--- config.mk ---
export PLATFORM = sky130hd
export DESIGN_NAME = adc_scan_sequencer
export DESIGN_NICKNAME = d
export VERILOG_FILES = /design/src/rtl/adc_seq_pkg.sv /design/src/rtl/adc_seq_timer.sv /design/src/rtl/adc_scan_sequencer.sv
export SDC_FILE = /design/constraint.sdc
export NUM_CORES = 1
export LEC_CHECK = 0
export CAP_MARGIN = 20
export CORE_UTILIZATION = 40
export CTS_BUF_LIST = sky130_fd_sc_hd__clkbuf_16
export DETAILED_ROUTE_END_ITERATION = 12
export GPL_TIMING_DRIVEN = 0
export HOLD_SLACK_MARGIN = 0.08
export PLACE_DENSITY_LB_ADDON = 0.08
export SLEW_MARGIN = 40
export SYNTH_ARGS = -nofsm -noshare
export SYNTH_HDL_FRONTEND = slang
export SYNTH_SLANG_ARGS = --single-unit
--- constraint.sdc ---
create_clock -name i_clk -period 4.7 [get_ports i_clk]
set_input_delay 0.94 -clock i_clk [delete_from_list [all_inputs] [get_ports i_clk]]
set_output_delay 0.94 -clock i_clk [all_outputs]
set_load 0.005 [all_outputs]
--- src/rtl/adc_seq_pkg.sv ---
// Shared types and sizing helpers for the ADC scan sequencer.
package adc_seq_pkg;
    localparam int DATA_W = 16;

    typedef enum logic [2:0] {
        S_IDLE, S_FIND, S_SETTLE, S_START, S_WAIT, S_ACC, S_STORE
    } seq_state_e;

    function automatic int ch_w(input int n);
        return (n <= 2) ? 1 : $clog2(n);
    endfunction
endpackage

--- src/rtl/adc_seq_timer.sv ---
// Periodic scan trigger: counts while enabled, holds at reload while disabled,
// and emits a one-cycle pulse every PERIOD_CYC enabled cycles.
module adc_seq_timer #(
    parameter int PERIOD_CYC = 10000
) (
    input  logic i_clk,
    input  logic i_rst_n,
    input  logic i_en,
    output logic o_tick
);
    localparam int TW = $clog2(PERIOD_CYC + 1);

    logic [TW-1:0] r_cnt;
    logic          r_tick;

    always_ff @(posedge i_clk or negedge i_rst_n) begin
        if (!i_rst_n) begin
            r_cnt  <= '0;
            r_tick <= 1'b0;
        end else begin
            r_tick <= 1'b0;
            if (!i_en) begin
                r_cnt <= '0;
            end else if (r_cnt == TW'(PERIOD_CYC - 1)) begin
                r_cnt  <= '0;
                r_tick <= 1'b1;
            end else begin
                r_cnt <= r_cnt + 1'b1;
            end
        end
    end

    assign o_tick = r_tick;
endmodule

--- src/rtl/adc_scan_sequencer.sv ---
// Multi-channel AD7687 scan controller with per-channel result bank.
// Define ADC_SEQ_AVG_EN to average 2^AVG_LOG2 conversions per channel.
module adc_scan_sequencer
    import adc_seq_pkg::*;
#(
    parameter int N_CH        = 4,
    parameter int SETTLE_CYC  = 32,
    parameter int PERIOD_CYC  = 10000,
    parameter int TIMEOUT_CYC = 64,
    parameter int AVG_LOG2    = 2
) (
    input  logic                    i_clk,
    input  logic                    i_rst_n,
    input  logic                    i_en,
    input  logic                    i_oneshot,
    input  logic [N_CH-1:0]         i_ch_mask,
    output logic [ch_w(N_CH)-1:0]   o_mux_sel,
    output logic                    o_conv_start,
    input  logic                    i_conv_done,
    input  logic [DATA_W-1:0]       i_conv_data,
    input  logic [ch_w(N_CH)-1:0]   i_rd_addr,
    output logic [DATA_W-1:0]       o_rd_data,
    output logic [N_CH-1:0]         o_new_flags,
    input  logic [N_CH-1:0]         i_clr_flags,
    output logic                    o_scan_busy,
    output logic                    o_scan_done,
    output logic                    o_overrun,
    output logic                    o_timeout_err
);
    localparam int CW = ch_w(N_CH);
    localparam int TW = $clog2(((SETTLE_CYC > TIMEOUT_CYC) ? SETTLE_CYC : TIMEOUT_CYC) + 1);

    seq_state_e        r_state, w_next;
    logic [N_CH-1:0]   r_pend, r_flags, w_set;
    logic [CW-1:0]     r_sel, w_ch;
    logic [TW-1:0]     r_cnt;
    logic [DATA_W-1:0] r_sample, r_rd_data, w_result;
    logic [DATA_W-1:0] r_bank [N_CH];
    logic              r_done, r_ovr, r_terr;
    logic              w_tick, w_trig, w_found, w_timeout, w_last, w_conv_start;

    adc_seq_timer #(.PERIOD_CYC(PERIOD_CYC)) u_timer (
        .i_clk  (i_clk),
        .i_rst_n(i_rst_n),
        .i_en   (i_en),
        .o_tick (w_tick)
    );

    assign w_trig    = w_tick | i_oneshot;
    assign w_timeout = (r_state == S_WAIT) && !i_conv_done && (r_cnt == TW'(TIMEOUT_CYC - 1));
    assign w_set     = (r_state == S_STORE) ? (N_CH'(1) << r_sel) : '0;

`ifdef ADC_SEQ_AVG_EN
    localparam int AW  = DATA_W + AVG_LOG2;
    localparam int NSW = AVG_LOG2 + 1;
    logic [AW-1:0]  r_acc;
    logic [NSW-1:0] r_nsamp;

    assign w_last   = (r_nsamp == NSW'((1 << AVG_LOG2) - 1));
    assign w_result = DATA_W'(r_acc >> AVG_LOG2);

    always_ff @(posedge i_clk or negedge i_rst_n) begin
        if (!i_rst_n) begin
            r_acc   <= '0;
            r_nsamp <= '0;
        end else if (r_state == S_ACC) begin
            r_acc   <= r_acc + AW'(r_sample);
            r_nsamp <= r_nsamp + 1'b1;
        end else if (r_state == S_STORE || w_timeout) begin
            r_acc   <= '0;
            r_nsamp <= '0;
        end
    end
`else
    assign w_last   = 1'b1;
    assign w_result = r_sample;
`endif

    // Lowest pending channel wins.
    always_comb begin
        w_found = 1'b0;
        w_ch    = '0;
        for (int i = N_CH - 1; i >= 0; i--) begin
            if (r_pend[i]) begin
                w_found = 1'b1;
                w_ch    = CW'(i);
            end
        end
    end

    always_ff @(posedge i_clk or negedge i_rst_n) begin
        if (!i_rst_n) r_state <= S_IDLE;
        else          r_state <= w_next;
    end

    always_comb begin
        w_next       = r_state;
        w_conv_start = 1'b0;
        case (r_state)
            S_IDLE:   if (w_trig) w_next = S_FIND;
            S_FIND:   w_next = w_found ? S_SETTLE : S_IDLE;
            S_SETTLE: if (r_cnt == TW'(SETTLE_CYC - 1)) w_next = S_START;
            S_START: begin
                w_conv_start = 1'b1;
                w_next       = S_WAIT;
            end
            S_WAIT: begin
                if (i_conv_done)    w_next = S_ACC;
                else if (w_timeout) w_next = S_FIND;
            end
            S_ACC:    w_next = w_last ? S_STORE : S_START;
            S_STORE:  w_next = S_FIND;
            default:  w_next = S_IDLE;
        endcase
    end

    always_ff @(posedge i_clk or negedge i_rst_n) begin
        if (!i_rst_n) begin
            r_pend   <= '0;
            r_sel    <= '0;
            r_cnt    <= '0;
            r_sample <= '0;
            r_done   <= 1'b0;
            r_ovr    <= 1'b0;
            r_terr   <= 1'b0;
        end else begin
            r_done <= 1'b0;
            if (w_trig && r_state != S_IDLE) r_ovr <= 1'b1;
            case (r_state)
                S_IDLE: if (w_trig) r_pend <= i_ch_mask;
                S_FIND: begin
                    r_cnt <= '0;
                    if (w_found) begin
                        r_sel        <= w_ch;
                        r_pend[w_ch] <= 1'b0;
                    end else begin
                        r_done <= 1'b1;
                    end
                end
                S_SETTLE: r_cnt <= r_cnt + 1'b1;
                // WAIT counts from 1 so the timeout lands TIMEOUT_CYC after the START cycle.
                S_START:  r_cnt <= TW'(1);
                S_WAIT: begin
                    r_cnt <= r_cnt + 1'b1;
                    if (i_conv_done)    r_sample <= i_conv_data;
                    else if (w_timeout) r_terr   <= 1'b1;
                end
                default: ;
            endcase
        end
    end

    always_ff @(posedge i_clk or negedge i_rst_n) begin
        if (!i_rst_n) begin
            for (int i = 0; i < N_CH; i++) r_bank[i] <= '0;
            r_flags   <= '0;
            r_rd_data <= '0;
        end else begin
            if (r_state == S_STORE) r_bank[r_sel] <= w_result;
            r_flags <= (r_flags & ~i_clr_flags) | w_set;
            // Forward the value being stored so a read of that address sees it next cycle.
            if (r_state == S_STORE && r_sel == i_rd_addr) r_rd_data <= w_result;
            else                                          r_rd_data <= r_bank[i_rd_addr];
        end
    end

    assign o_mux_sel     = r_sel;
    assign o_conv_start  = w_conv_start;
    assign o_rd_data     = r_rd_data;
    assign o_new_flags   = r_flags;
    assign o_scan_busy   = (r_state != S_IDLE);
    assign o_scan_done   = r_done;
    assign o_overrun     = r_ovr;
    assign o_timeout_err = r_terr;
endmodule

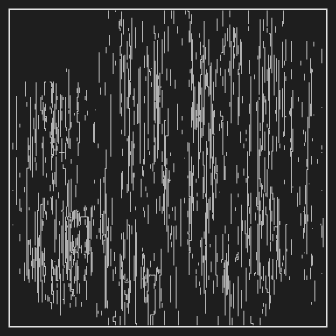
(images/met2.png)
share of all routed wire: 50%
longest straight run: 57.8 µm
main direction: vertical
grt met2 use: 0.280
drt total wl: 12200 µm
vias: 3795

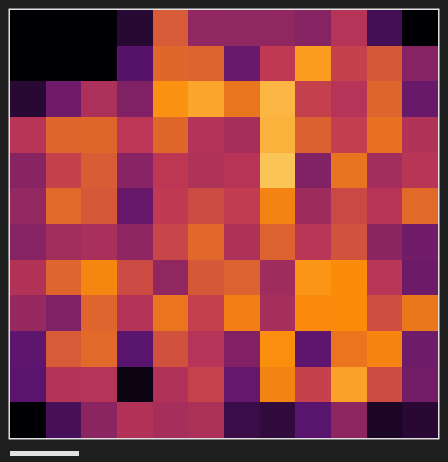
(images/density.png)
Bar = 20 µm. 12 x 12 tiles, from black (low) to pale yellow (high), 0 to 100% covered.
emptiest ninth of the die: north-west
fullest tile: 87%
mean over tiles: 46%
tiles over 75% full: 6.2%
nearly empty tiles: 5.6%
post-layout util: 0.510
FP Core Util: 0.412
total core area: 0.0146 mm²

==> results.txt <==
flow finished, numbers: Tightest Pin Transition=714 ps, reg2reg end=r_sample[13], R2R depth=5, most frequent cells in the layout=dfrtp_1 (134), mux2_2 (97), clkdlybuf4s50_1 (54), nor2_1 (32), clkbuf_16 (17), switching share of total power=0.296, clock transition at the registers of the reported paths=60 ps, Synth Cell Area=0.00602 mm², max_cap viols=0, dpl hpwl=8020 µm, RSZ-0062 raised after global routing=no, Clk pwr share=0.316, antenna diode count=0, Synthesis Warnings=0, r2r startpoint=r_state[0], Seq group=1740 µW, Final WS setup=1750 ps, main flop type after synthesis=dfrtp_1, fillers=1238, Clock Sinks=134, Biggest register=r_bank, Max Fclk=0.339 GHz, H-tree levels=4, final hold vios=0, most common cell in the synthesized netlist=dfrtp_1, number of enable flip-flop cells=0, Switch Pwr=1230 µW, DRT met1 WL=5500 µm, gpl congestion=0.804, status=finished, final reports clean, Mux area share=0.241, post-synthesis simple-gate area fraction=0.0901, number of port buffers=55
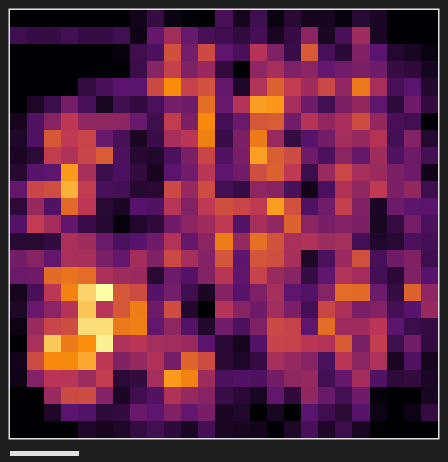
(images/wire_density.png)
Bar = 20 µm. 25 x 25 tiles, from black (low) to pale yellow (high), scaled to the fullest tile. Values are wire area over tile area, all layers added.
mean over tiles: 0.12
nearly empty tiles: 9.4%
fullest tile: 0.41
tiles over half the peak: 17%
GRT Total Usage: 0.175
wire per inst: 17.0 µm

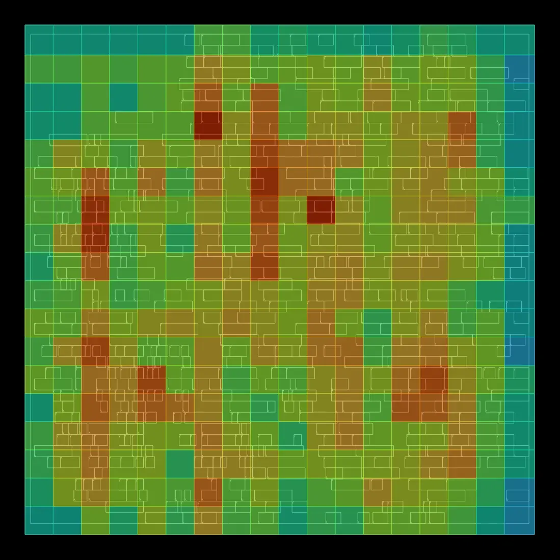
(images/final_congestion.png)
met3 usage: 0.0481
GR peak layer: met2
GRT met1 Usage: 0.224

cell families (layout without fill, tap and decap cells):
logic type / Yosys count / after routing
AOI/OAI and AO/OA: 48 / 48
xor gates and xnor gates: 15 / 15
adders and majority gates: 3 / 3
buffers and inverters: 35 / 124
DFF: 134 / 134
muxes: 113 / 113
and+or+nand+nor: 96 / 96
worst max path at each step:
stage	startpoint	end	slack (ps)	depth (start not counted)
after CTS	r_state[2]	o_conv_start	1700	4
final	r_state[2]	o_conv_start	1750	4
after detailed placement	i_conv_done	r_sample[7]	1950	5
after floorplan	i_rd_addr[1]	o_rd_data[0]	2490	5
after global routing	r_state[2]	o_conv_start	1610	4
after global placement	i_rst_n	r_sample[0]	-2720	1
stage by stage:
| step | cells | total power [µW] | instance area, µm² | TNS [ps] | utilization |
|---|---|---|---|---|---|
| 2_1_floorplan | 444 | 2450 | 6020 | 0 | - |
| 3_3_place_gp | 683 | 2830 | 6800 | -362840 | 0.466 |
| 3_5_place_dp | 685 | 2890 | 6850 | 0 | 0.469 |
| 4_1_cts | 717 | 4230 | 7440 | 0 | 0.510 |
| 5_1_grt | 717 | 4430 | 7440 | 0 | 0.510 |
| 6_report | 717 | 4170 | 7440 | 0 | 0.510 |
layout make-up:
class | count | area [µm²] | area share
Clock inverter | 15 | 164 | 0.0220
Inverter | 12 | 45.0 | 0.00606
Multi-Input combinational cell | 275 | 2490 | 0.335
Buffer | 23 | 129 | 0.0173
Clock buffer | 17 | 425 | 0.0572
Sequential cell | 134 | 3350 | 0.451
Timing Repair Buffer | 57 | 603 | 0.0811
Tap cell | 184 | 230 | 0.0310
worst reg2reg max path: cells and delay by family (launching register included):
kind,cells,cell delay (ps)
flops,1,430
simple gates,2,520
mux,1,390
buf+inv,2,610
Power figures rest on the tool's default switching activity, not on a simulated workload.
